[src/rtl/nap_pkg.sv]
// Shared types and constants for the nap timer family (stopwatch and countdown).
package nap_pkg;

    // One BCD digit, shared with the countdown timer.
    typedef logic [3:0] bcd_digit_t;

    // Stopwatch control states.
    typedef enum logic [1:0] {
        ST_IDLE  = 2'd0,
        ST_RUN   = 2'd1,
        ST_PAUSE = 2'd2,
        ST_DONE  = 2'd3
    } sw_state_t;

    // Largest value of a units digit and of a tens-of-minutes/seconds digit.
    localparam bcd_digit_t BCD_MAX_DIGIT = 4'd9;
    localparam bcd_digit_t BCD_MAX_TENS  = 4'd5;

    // True when a digit lies within 0..max.
    function automatic logic bcd_digit_ok(input bcd_digit_t d, input bcd_digit_t max);
        return (d <= max);
    endfunction

endpackage

[src/rtl/bcd_digit_counter.sv]
// Single BCD digit counter: counts 0..max on enable, synchronous clear wins.
// Exposes the next value so the parent can compare the post-increment count.
module bcd_digit_counter
    import nap_pkg::*;
(
    input  logic       clk,
    input  logic       rst_n,
    input  logic       clr,
    input  logic       en,
    input  bcd_digit_t max,
    output bcd_digit_t digit,
    output bcd_digit_t digit_next,
    output logic       carry
);

    bcd_digit_t digit_r;
    bcd_digit_t digit_s;

    // Next digit value: clear, roll over at max, increment, or hold.
    always_comb begin
        digit_s = digit_r;
        if (clr) begin
            digit_s = 4'd0;
        end else if (en) begin
            if (digit_r == max) begin
                digit_s = 4'd0;
            end else begin
                digit_s = digit_r + 4'd1;
            end
        end else begin
            digit_s = digit_r;
        end
    end

    // Digit register.
    always_ff @(posedge clk or negedge rst_n) begin
        if (!rst_n) begin
            digit_r <= 4'd0;
        end else begin
            digit_r <= digit_s;
        end
    end

    assign digit      = digit_r;
    assign digit_next = digit_s;
    assign carry      = en && (digit_r == max);

endmodule

[src/rtl/nap_stopwatch.sv]
// Count-up HH:MM:SS stopwatch in BCD with tick prescaler, limit detect and
// hour wrap at HOUR_LIMIT.
module nap_stopwatch
    import nap_pkg::*;
#(
    parameter int TICK_DIV   = 1,
    parameter int HOUR_LIMIT = 99
) (
    input  logic       clock,
    input  logic       reset,
    input  logic       tick,
    input  logic       start,
    input  logic       stop,
    input  logic       clear,
    input  logic [3:0] limHour10,
    input  logic [3:0] limHour1,
    input  logic [3:0] limMinute10,
    input  logic [3:0] limMinute1,
    input  logic [3:0] limSecond10,
    input  logic [3:0] limSecond1,
    output logic [3:0] getHour10,
    output logic [3:0] getHour1,
    output logic [3:0] getMinute10,
    output logic [3:0] getMinute1,
    output logic [3:0] getSecond10,
    output logic [3:0] getSecond1,
    output logic       running,
    output logic       done,
    output logic       wrap
);

    localparam int         HOUR_TOP    = HOUR_LIMIT - 1;
    localparam bcd_digit_t HOUR_TOP_10 = 4'(HOUR_TOP / 10);
    localparam bcd_digit_t HOUR_TOP_1  = 4'(HOUR_TOP % 10);
    localparam logic [7:0] PRESC_TOP   = 8'(TICK_DIV - 1);

    sw_state_t  state_r;
    sw_state_t  state_s;
    logic [7:0] presc_r;
    logic [7:0] presc_s;
    logic       running_r;
    logic       done_r;
    logic       wrap_r;

    logic       tick_ok_s;
    logic       sec_step_s;
    logic       hour_wrap_s;
    logic       hour_clr_s;
    logic       at_hour_top_s;
    logic       lim_ok_s;
    logic       limit_hit_s;
    logic [23:0] next_cnt_s;
    logic [23:0] lim_s;

    logic c_s1_s, c_s10_s, c_m1_s, c_m10_s, c_h1_s, c_h10_s;
    bcd_digit_t s1_n_s, s10_n_s, m1_n_s, m10_n_s, h1_n_s, h10_n_s;

    // A tick only counts in RUN when no higher-priority input is present.
    assign tick_ok_s  = (state_r == ST_RUN) && !clear && !stop && !start && tick;
    assign sec_step_s = tick_ok_s && (presc_r == PRESC_TOP);

    // Hour pair wraps after HOUR_LIMIT-1; a carry out of the pair also wraps.
    assign at_hour_top_s = (getHour10 == HOUR_TOP_10) && (getHour1 == HOUR_TOP_1);
    assign hour_wrap_s   = c_m10_s && (at_hour_top_s || c_h10_s);
    assign hour_clr_s    = clear || hour_wrap_s;

    bcd_digit_counter u_s1 (
        .clk(clock), .rst_n(reset), .clr(clear), .en(sec_step_s), .max(BCD_MAX_DIGIT),
        .digit(getSecond1), .digit_next(s1_n_s), .carry(c_s1_s)
    );
    bcd_digit_counter u_s10 (
        .clk(clock), .rst_n(reset), .clr(clear), .en(c_s1_s), .max(BCD_MAX_TENS),
        .digit(getSecond10), .digit_next(s10_n_s), .carry(c_s10_s)
    );
    bcd_digit_counter u_m1 (
        .clk(clock), .rst_n(reset), .clr(clear), .en(c_s10_s), .max(BCD_MAX_DIGIT),
        .digit(getMinute1), .digit_next(m1_n_s), .carry(c_m1_s)
    );
    bcd_digit_counter u_m10 (
        .clk(clock), .rst_n(reset), .clr(clear), .en(c_m1_s), .max(BCD_MAX_TENS),
        .digit(getMinute10), .digit_next(m10_n_s), .carry(c_m10_s)
    );
    bcd_digit_counter u_h1 (
        .clk(clock), .rst_n(reset), .clr(hour_clr_s), .en(c_m10_s), .max(BCD_MAX_DIGIT),
        .digit(getHour1), .digit_next(h1_n_s), .carry(c_h1_s)
    );
    bcd_digit_counter u_h10 (
        .clk(clock), .rst_n(reset), .clr(hour_clr_s), .en(c_h1_s), .max(BCD_MAX_DIGIT),
        .digit(getHour10), .digit_next(h10_n_s), .carry(c_h10_s)
    );

    // Limit is usable only if every digit is legal BCD for its position and it is nonzero.
    assign lim_s    = {limHour10, limHour1, limMinute10, limMinute1, limSecond10, limSecond1};
    assign lim_ok_s = bcd_digit_ok(limHour10,   BCD_MAX_DIGIT)
                   && bcd_digit_ok(limHour1,    BCD_MAX_DIGIT)
                   && bcd_digit_ok(limMinute10, BCD_MAX_TENS)
                   && bcd_digit_ok(limMinute1,  BCD_MAX_DIGIT)
                   && bcd_digit_ok(limSecond10, BCD_MAX_TENS)
                   && bcd_digit_ok(limSecond1,  BCD_MAX_DIGIT)
                   && (lim_s != 24'd0);
    assign next_cnt_s  = {h10_n_s, h1_n_s, m10_n_s, m1_n_s, s10_n_s, s1_n_s};
    assign limit_hit_s = sec_step_s && lim_ok_s && (next_cnt_s == lim_s);

    // Prescaler: cleared by clear, advanced by qualifying ticks, wraps at TICK_DIV-1.
    always_comb begin
        presc_s = presc_r;
        if (clear) begin
            presc_s = 8'd0;
        end else if (tick_ok_s) begin
            if (presc_r == PRESC_TOP) begin
                presc_s = 8'd0;
            end else begin
                presc_s = presc_r + 8'd1;
            end
        end else begin
            presc_s = presc_r;
        end
    end

    // Next-state logic with priority clear > stop > start.
    always_comb begin
        state_s = state_r;
        case (state_r)
            ST_IDLE: begin
                if (clear || stop) begin
                    state_s = ST_IDLE;
                end else if (start) begin
                    state_s = ST_RUN;
                end else begin
                    state_s = ST_IDLE;
                end
            end
            ST_RUN: begin
                if (clear) begin
                    state_s = ST_IDLE;
                end else if (stop) begin
                    state_s = ST_PAUSE;
                end else if (limit_hit_s) begin
                    state_s = ST_DONE;
                end else begin
                    state_s = ST_RUN;
                end
            end
            ST_PAUSE: begin
                if (clear) begin
                    state_s = ST_IDLE;
                end else if (stop) begin
                    state_s = ST_PAUSE;
                end else if (start) begin
                    state_s = ST_RUN;
                end else begin
                    state_s = ST_PAUSE;
                end
            end
            ST_DONE: begin
                if (clear) begin
                    state_s = ST_IDLE;
                end else begin
                    state_s = ST_DONE;
                end
            end
            default: state_s = ST_IDLE;
        endcase
    end

    // State, prescaler and registered status outputs.
    always_ff @(posedge clock or negedge reset) begin
        if (!reset) begin
            state_r   <= ST_IDLE;
            presc_r   <= 8'd0;
            running_r <= 1'b0;
            done_r    <= 1'b0;
            wrap_r    <= 1'b0;
        end else begin
            state_r   <= state_s;
            presc_r   <= presc_s;
            running_r <= (state_s == ST_RUN);
            done_r    <= (state_s == ST_DONE);
            wrap_r    <= hour_wrap_s;
        end
    end

    assign running = running_r;
    assign done    = done_r;
    assign wrap    = wrap_r;

endmodule

[config.mk]
export PLATFORM = sky130hd
export DESIGN_NAME = nap_stopwatch
export DESIGN_NICKNAME = d
export VERILOG_FILES = /design/src/rtl/nap_pkg.sv /design/src/rtl/bcd_digit_counter.sv /design/src/rtl/nap_stopwatch.sv
export SDC_FILE = /design/constraint.sdc
export NUM_CORES = 1
export LEC_CHECK = 0
export ABC_AREA = 0
export CAP_MARGIN = 15
export CORE_MARGIN = 4
export CORE_UTILIZATION = 45
export CTS_BUF_LIST = sky130_fd_sc_hd__clkbuf_4
export DETAILED_ROUTE_END_ITERATION = 8
export PLACE_DENSITY = 0.71
export SYNTH_ARGS = -nofsm -noshare
export SYNTH_HDL_FRONTEND = slang
export SYNTH_SLANG_ARGS = --single-unit
[constraint.sdc]
create_clock -name clock -period 4.1 [get_ports clock]
set_clock_uncertainty 0.1 [all_clocks]
set_input_delay 0.82 -clock clock [delete_from_list [all_inputs] [get_ports clock]]
set_output_delay 0.82 -clock clock [all_outputs]
set_load 0.1 [all_outputs]
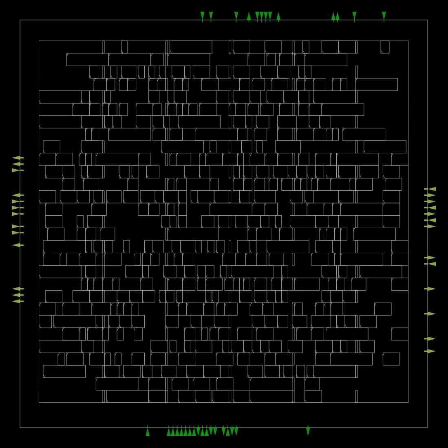
*Placement view, run 1*
Seq area share: 24.15%
Flop Count: 37
core outline area: 6350 um2
row count: 29
Taps Inserted: 77

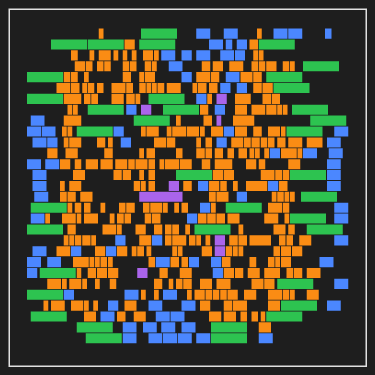
*Cells coloured by class, run 1*
(4 px per um)
- orange: combinational and other logic (cells 314)
- blue: other buffers and delay cells (cells 86)
- green: flops (cells 37)
- purple: clock drivers and dummy loads (cells 8)

==> CHANGELOG.md, run 1 <==
### Changed

* Worst setup EP type: register
* Drt first pass iters at 5
* FFs w/ async S/R, synth at 100.0%
* Crit-path max FO at 8
* Antenna violations before repair at 0
* Vias at 3336
* WL/cell at 19.47 um
* CTS resizes at 0
* Nets at 476
* CTS tree: yes
* Fmax at 0.2506 GHz
* Dpl cells at 514
* Via density per instance at 6.391
* Hold Violations, Final at 0
* Total tool warning count at 27
* Status: finished, final reports clean
* Max reg flops at 8
* Dpl cell area at 3739 um2
* Worst-margin pin slew at 1006 ps
* Top cells by count: 41 x nor2_1, 37 x dfrtp_1, 33 x nand2_1
* Worst Hold Class: reg2reg
* Root buf cell: clkbuf_4
* Hold Path Depth at 1
* Clock tree buffer depth at 2
* Post-DP HPWL at 7642 um
* Latest clock arrival within the worst-skew pair at 350 ps
* Cell Type Count at 58
* Post-route insts no fill at 522
* Register share after synthesis at 31.46%
* Crit path cell chain: clkdlybuf4s50_1 -> or4b_1 -> or4_4 -> buf_4 -> nor4_1 -> xnor2_1 -> nor2_1 -> mux2_2 -> nor4_1 -> nand4_1 -> and3_1
* Most numerous logic cell after layout: clkdlybuf4s50_1
* Layout cell share with drive strength beyond 1 at 11.46%
* H-tree lvl count at 2
* Initial DRC count at 402
* Yosys reg bits at 37
* Mux share at 2.764%
* Critical Path RT at 4260 ps
* Cell area after layout at 3834 um2
* Syn nets at 400
* Min Hold Slack at 410.5 ps
* Number of enable flip-flop cells at 0
* Pwr dens at 196.6 nW/um2
* Worst setup path end: running$_DFF_PN0_
* Worst hold path endpoint: presc_r[7]$_DFFE_PN0P_
* Fin. max-slew vios at 0
* Die area at 7897 um2
* CP peak stage delay at 590 ps
* Crit-path leading delay family: simple AND/OR/NAND/NOR gates
* Post-Synth Adder-Cell Area at 0.8503%
* Setup Fix Bufs, Post-CTS at 0
* Yosys simple share at 37.16%
* CP arrival at 4150 ps
* Reg2reg setup slack at 240 ps
* Die x size at 88.87 um
* Post-route DRC violation count at 0
* R2r endpoint: running$_DFF_PN0_
* Final Critical Period at 3990 ps
* Worst setup margin at 109.9 ps
* Die height at 88.87 um
* Xor/xnor share at 5.357%
* Pin count of the biggest net entering global routing at 38
* Critical path type: in2reg
* Num CTS Buffers at 5
* ANT cells at 0
* Vias in the first global route at 3072
* Dominant cell area share at 31.46%
* Area Growth Syn to Fin at 30.27%
* Num Clock Sinks at 37
* Static Leak at 0.001427 uW
* Hold_buf cts at 0
* First-pass GRT wire length at 16170 um
* Port Buffer Count at 56
* Most frequent cells in the layout: 54 x clkdlybuf4s50_1, 41 x nor2_1, 37 x dfrtp_1
* Reg clk slew, reported paths at 120 ps
* Area leader, netlist: dfrtp_1
* RSZ-0062 raised after global routing: no
* Crit path launch: tick
* # Cells Yosys at 368
* Syn. warnings at 0
* Worst Reg2Reg Path Length in Cells at 12
* Synth Cell Area at 2943 um2
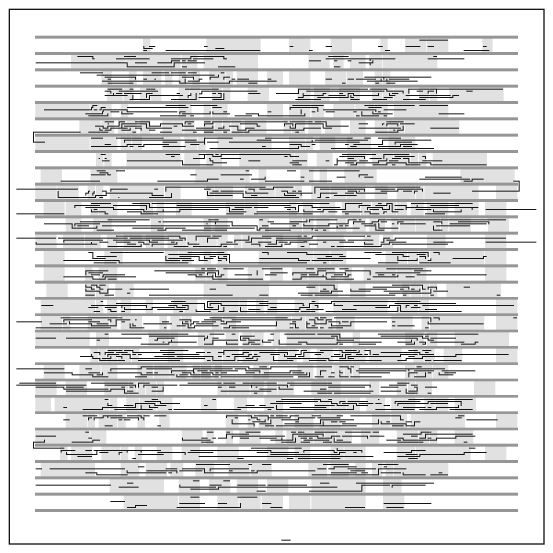
*The metal 1 layer, run 1*
(6 px per um) Supply wires on this layer in grey.
- main direction: horizontal
- wire length on this layer: 4440 um

[run 1: layer usage]
metal / GRT usage (%) / up-vias / share of wire, %
met4: 10.30 / 0 / 3.4
met5: 0 / - / 0
met2: 39.27 / 188 / 45
met1: 38.26 / 1576 / 44
met3: 5.773 / 29 / 8.3
li1: - / 1543 / -
[run 1: report_power, final]
part	switching (uW)	leakage (uW)	total [uW]	internal (uW)
Clock	132	0.0000433	265	134
Combinational	68.7	0.000868	118	49.0
Sequential	3.68	0.000515	371	367
[run 1: cell type report]
cell class | count | area [um2]
clock buffer | 6 | 45.04
clock inverter | 2 | 33.78
fill | 579 | 2516
inverter | 12 | 45.04
multi-input combinational | 302 | 1912
sequential | 37 | 925.9
tap | 77 | 96.34
timing repair buffer | 86 | 775.7
==> inputs of run 2 (changes only) <==
--- a/config.mk
+++ b/config.mk
@@ -10,7 +10,9 @@
 export CORE_MARGIN = 4
 export CORE_UTILIZATION = 45
 export CTS_BUF_LIST = sky130_fd_sc_hd__clkbuf_4
+export CTS_CLUSTER_SIZE = 25
 export DETAILED_ROUTE_END_ITERATION = 8
+export GPL_TIMING_DRIVEN = 1
 export PLACE_DENSITY = 0.71
 export SYNTH_ARGS = -nofsm -noshare
 export SYNTH_HDL_FRONTEND = slang
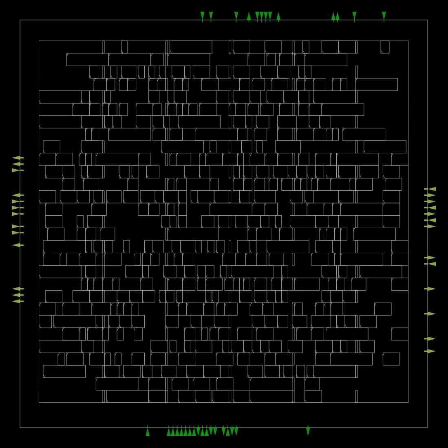
*Placement view, run 2*
Finished Core Util: 60.37%
FILL cells: 579
post-route insts no fill: 522

==> run 2 against run 1 <==
Net effect: sequential power about the same; final area unchanged; synthesized cell count did not move; die size unchanged; combinational power about the same; count of clock-buffer cells in the layout unchanged; first-iteration DRC count stayed put; maximum frequency did not move; worst hold slack unchanged; clock power barely moved; critical endpoint unchanged.
==> CHANGELOG.md, run 2 <==
### Changed

* Reg clk slew, reported paths at 120 ps (about the same)
* Nets at 476 (unchanged)
* Pwr dens at 196.6 nW/um2 (unchanged)
* Num Clock Sinks at 37 (unchanged)
* Post-Synth Adder-Cell Area at 0.8503% (unchanged)
* Pin count of the biggest net entering global routing at 38 (unchanged)
* Syn nets at 400 (unchanged)
* Number of enable flip-flop cells at 0 (unchanged)
* Status: finished, final reports clean
* Min Hold Slack at 410.5 ps (unchanged)
* Die area at 7897 um2 (unchanged)
* Vias in the first global route at 3072 (unchanged)
* Cell area after layout at 3834 um2 (unchanged)
* Row count at 29 (unchanged)
* Post-DP HPWL at 7642 um (unchanged)
* FFs w/ async S/R, synth at 100.0% (unchanged)
* Worst Hold Class: reg2reg
* Worst Reg2Reg Path Length in Cells at 12 (unchanged)
* Reg2reg setup slack at 240 ps (about the same)
* Clock-cell share at 2.056% (unchanged)
* Crit-path leading delay family: simple AND/OR/NAND/NOR gates
* Area leader, netlist: dfrtp_1
* Antenna violations before repair at 0 (unchanged)
* Worst-margin pin slew at 1006 ps (unchanged)
* Worst hold path endpoint: presc_r[7]$_DFFE_PN0P_
* Most frequent cells in the layout: 54 x clkdlybuf4s50_1, 41 x nor2_1, 37 x dfrtp_1
* Worst setup margin at 109.9 ps (unchanged)
* Crit-path max FO at 8 (unchanged)
* Register share after synthesis at 31.46% (unchanged)
* Mi-comb count at 302 (unchanged)
* Latest clock arrival within the worst-skew pair at 350 ps (about the same)
* Most frequent cell after synthesis: nor2_1
* Setup Fix Bufs, Post-CTS at 0 (unchanged)
* Signal buffers at 86 (unchanged)
* Crit path launch: tick
* Total tool warning count at 27 (unchanged)
* Die x size at 88.87 um (unchanged)
* Dpl cell area at 3739 um2 (unchanged)
* ANT cells at 0 (unchanged)
* Hold Violations, Final at 0 (unchanged)
* CTS tree: yes
* Critical Path RT at 4260 ps (about the same)
* Flop Count at 37 (unchanged)
* Fraction of area in multi-input gates at 49.87% (unchanged)
* Post-route DRC violation count at 0 (unchanged)
* Worst setup EP type: register
* Num CTS Buffers at 5 (unchanged)
* Top cells by count: 41 x nor2_1, 37 x dfrtp_1, 33 x nand2_1
* Via density per instance at 6.391 (unchanged)
* Dpl cells at 514 (unchanged)
* Hold Path Depth at 1 (unchanged)
* Most numerous logic cell after layout: clkdlybuf4s50_1
* Inverters at 12 (unchanged)
* Crit path cell chain: clkdlybuf4s50_1 -> or4b_1 -> or4_4 -> buf_4 -> nor4_1 -> xnor2_1 -> nor2_1 -> mux2_2 -> nor4_1 -> nand4_1 -> and3_1
* Seq area share at 24.15% (unchanged)
* Clock tree buffer depth at 2 (unchanged)
* Area Growth Syn to Fin at 30.27% (unchanged)
* Max reg flops at 8 (unchanged)
* Yosys simple share at 37.16% (unchanged)
* RSZ-0062 raised after global routing: no
* Logic area at 1912 um2 (unchanged)
* H-tree lvl count at 2 (unchanged)
* # Cells Yosys at 368 (unchanged)
* First-pass GRT wire length at 16170 um (unchanged)
* Yosys reg bits at 37 (unchanged)
* Fin. max-slew vios at 0 (unchanged)
* Port Buffer Count at 56 (unchanged)
* Final Critical Period at 3990 ps (unchanged)
* Hold_buf cts at 0 (unchanged)
* Static Leak at 0.001427 uW (unchanged)
* Buffering overhead at 20.23% (unchanged)
* Cell Type Count at 58 (unchanged)
* Core outline area at 6350 um2 (unchanged)
* Worst setup path end: running$_DFF_PN0_
* CP peak stage delay at 590 ps (about the same)
* CTS resizes at 0 (unchanged)
* Drt first pass iters at 5 (unchanged)
* Root buf cell: clkbuf_4
* Critical path type: in2reg
* Syn. warnings at 0 (unchanged)
* Fmax at 0.2506 GHz (unchanged)
* Layout cell share with drive strength beyond 1 at 11.46% (unchanged)
* Mux share at 2.764% (unchanged)
* Taps Inserted at 77 (unchanged)
* WL/cell at 19.47 um (unchanged)
* Xor/xnor share at 5.357% (unchanged)
* CP arrival at 4150 ps (about the same)
run 2: cell counts after synthesis:
No cell type changed its count.
run 2: where the power goes:
group | internal [uW] | leakage, uW | total (uW) | switching [uW]
clock network | 134 | 0.0000433 | 265 | 132
registers | 367 | 0.000515 | 371 | 3.68
logic | 49.0 | 0.000868 | 118 | 68.7
run 2: logic make-up after synthesis:
family,Yosys count
multiplexers,8
adder cells (fa/ha/maj),2
AND/OR/NAND/NOR,192
buffers and inverters,29
AND-OR/OR-AND,82
flip-flops,37
XOR/XNOR,18
run 2: metal layers:
| metal | up-vias | track usage, % | wire (um) |
|---|---|---|---|
| li1 | 1543 | - | - |
| met4 | 0 | 10.30 | 341 |
| met1 | 1576 | 38.26 | 4436 |
| met2 | 188 | 39.27 | 4539 |
| met3 | 29 | 5.773 | 848 |
| met5 | - | 0 | 0 |
==> inputs of run 3 (changes only) <==
--- a/config.mk
+++ b/config.mk
@@ -6,6 +6,7 @@
 export NUM_CORES = 1
 export LEC_CHECK = 0
 export ABC_AREA = 0
+export ABC_CLOCK_PERIOD_IN_PS = 4100
 export CAP_MARGIN = 15
 export CORE_MARGIN = 4
 export CORE_UTILIZATION = 45
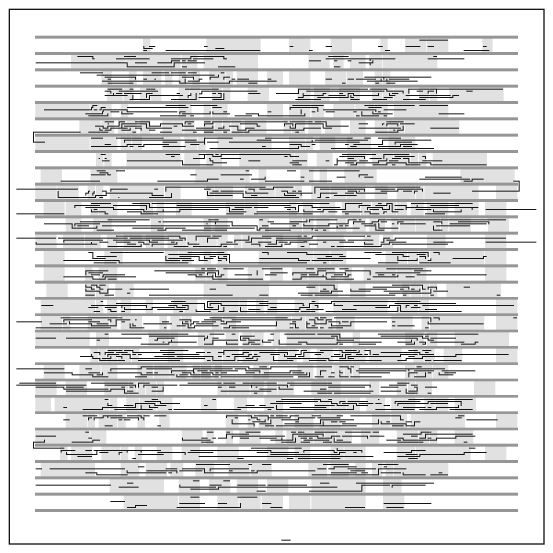
*The metal 1 layer, run 3*
(6 px per um) Supply wires on this layer in grey.
- share of all routed wire: 44%
- longest straight run: 29.4 um
- nets with wire on the layer: 435

==> run 3 against run 2 <==
Net effect: combinational power hardly changed; clock power barely moved; synthesized cell count did not move; critical endpoint unchanged; die size is the same; sequential power barely moved; sequential share of layout area is the same; setup slack unchanged; first-iteration DRC count unchanged; total power stayed put; non-clock buffer count stayed put.
==> CHANGELOG.md, run 3 <==
### Changed

* Flop Count at 37 (unchanged)
* Layout cell share with drive strength beyond 1 at 11.46% (unchanged)
* Static Leak at 0.001427 uW (unchanged)
* Post-DP HPWL at 7642 um (unchanged)
* Combinational power share at 15.6% (about the same)
* Nets at 476 (unchanged)
* Most frequent cells in the layout: 54 x clkdlybuf4s50_1, 41 x nor2_1, 37 x dfrtp_1
* Post-route DRC violation count at 0 (unchanged)
* Crit path launch: tick
* Min Hold Slack at 410.5 ps (unchanged)
* Clock tree buffer depth at 2 (unchanged)
* Worst setup margin at 109.9 ps (unchanged)
* Register share after synthesis at 31.46% (unchanged)
* Fraction of area in multi-input gates at 49.87% (unchanged)
* Yosys simple share at 37.16% (unchanged)
* Cell Type Count at 58 (unchanged)
* Yosys reg bits at 37 (unchanged)
* Reg clk slew, reported paths at 120 ps (about the same)
* Core outline area at 6350 um2 (unchanged)
* Most frequent cell after synthesis: nor2_1
* Mux share at 2.764% (unchanged)
* Worst Reg2Reg Path Length in Cells at 12 (unchanged)
* Top Consumer: sequential cells
* Sw Share at 27.06% (unchanged)
* Pwr dens at 196.6 nW/um2 (unchanged)
* Crit path cell chain: clkdlybuf4s50_1 -> or4b_1 -> or4_4 -> buf_4 -> nor4_1 -> xnor2_1 -> nor2_1 -> mux2_2 -> nor4_1 -> nand4_1 -> and3_1
* Die x size at 88.87 um (unchanged)
* Reg2reg setup slack at 240 ps (about the same)
* Num Clock Sinks at 37 (unchanged)
* Finished Core Util at 60.37% (unchanged)
* Drt first pass iters at 5 (unchanged)
* Worst Hold Class: reg2reg
* FILL cells at 579 (unchanged)
* H-tree lvl count at 2 (unchanged)
* Status: finished, final reports clean
* Hold Path Depth at 1 (unchanged)
* Fin. max-slew vios at 0 (unchanged)
* Seq area share at 24.15% (unchanged)
* Power share of the sequential group at 49.2% (about the same)
* Crit-path leading delay family: simple AND/OR/NAND/NOR gates
* Critical path type: in2reg
* Num CTS Buffers at 5 (unchanged)
* Area leader, netlist: dfrtp_1
* P_sw at 203.9 uW (unchanged)
* Row count at 29 (unchanged)
* Area Growth Syn to Fin at 30.27% (unchanged)
* Fmax at 0.2506 GHz (unchanged)
* Syn nets at 400 (unchanged)
* Number of enable flip-flop cells at 0 (unchanged)
* Worst-margin pin slew at 1006 ps (unchanged)
* Xor/xnor share at 5.357% (unchanged)
* Port Buffer Count at 56 (unchanged)
* WL/cell at 19.47 um (unchanged)
* Clk network pwr share at 35.2% (about the same)
* Final Critical Period at 3990 ps (unchanged)
* Antenna violations before repair at 0 (unchanged)
* Syn. warnings at 0 (unchanged)
* # Cells Yosys at 368 (unchanged)
* Die area at 7897 um2 (unchanged)
* Hold Violations, Final at 0 (unchanged)
* Mi-comb count at 302 (unchanged)
* Latest clock arrival within the worst-skew pair at 350 ps (about the same)
==> run 3: cells by family after synthesis <==
kind of cell,count (synthesis)
mux,8
flops,37
compound gates,82
simple gates,192
xor+xnor,18
buf+inv,29
fa+ha+maj,2
==> run 3: routing by layer <==
metal	routed length, um	vias to the layer above	share of wire, %	GRT usage [%]
met2	4539	188	45	39.27
met1	4436	1576	44	38.26
li1	-	1543	-	-
met3	848	29	8.3	5.773
met5	0	-	0	0
met4	341	0	3.4	10.30
==> run 3: timing repair <==
item / 4_1_cts / 5_1_grt
hold buffers: 0 / 0
resized: 0 / 3
setup buffers: 0 / 0
endpoints found under the setup margin: 0 / 3
==> run 3: through the flow <==
stage	area [um2]	instances
6_report	3834	522
5_1_grt	3834	522
4_1_cts	3817	522
3_5_place_dp	3739	514
3_3_place_gp	3739	514
2_1_floorplan	2943	368
Power is estimated from default activity; no workload was simulated.
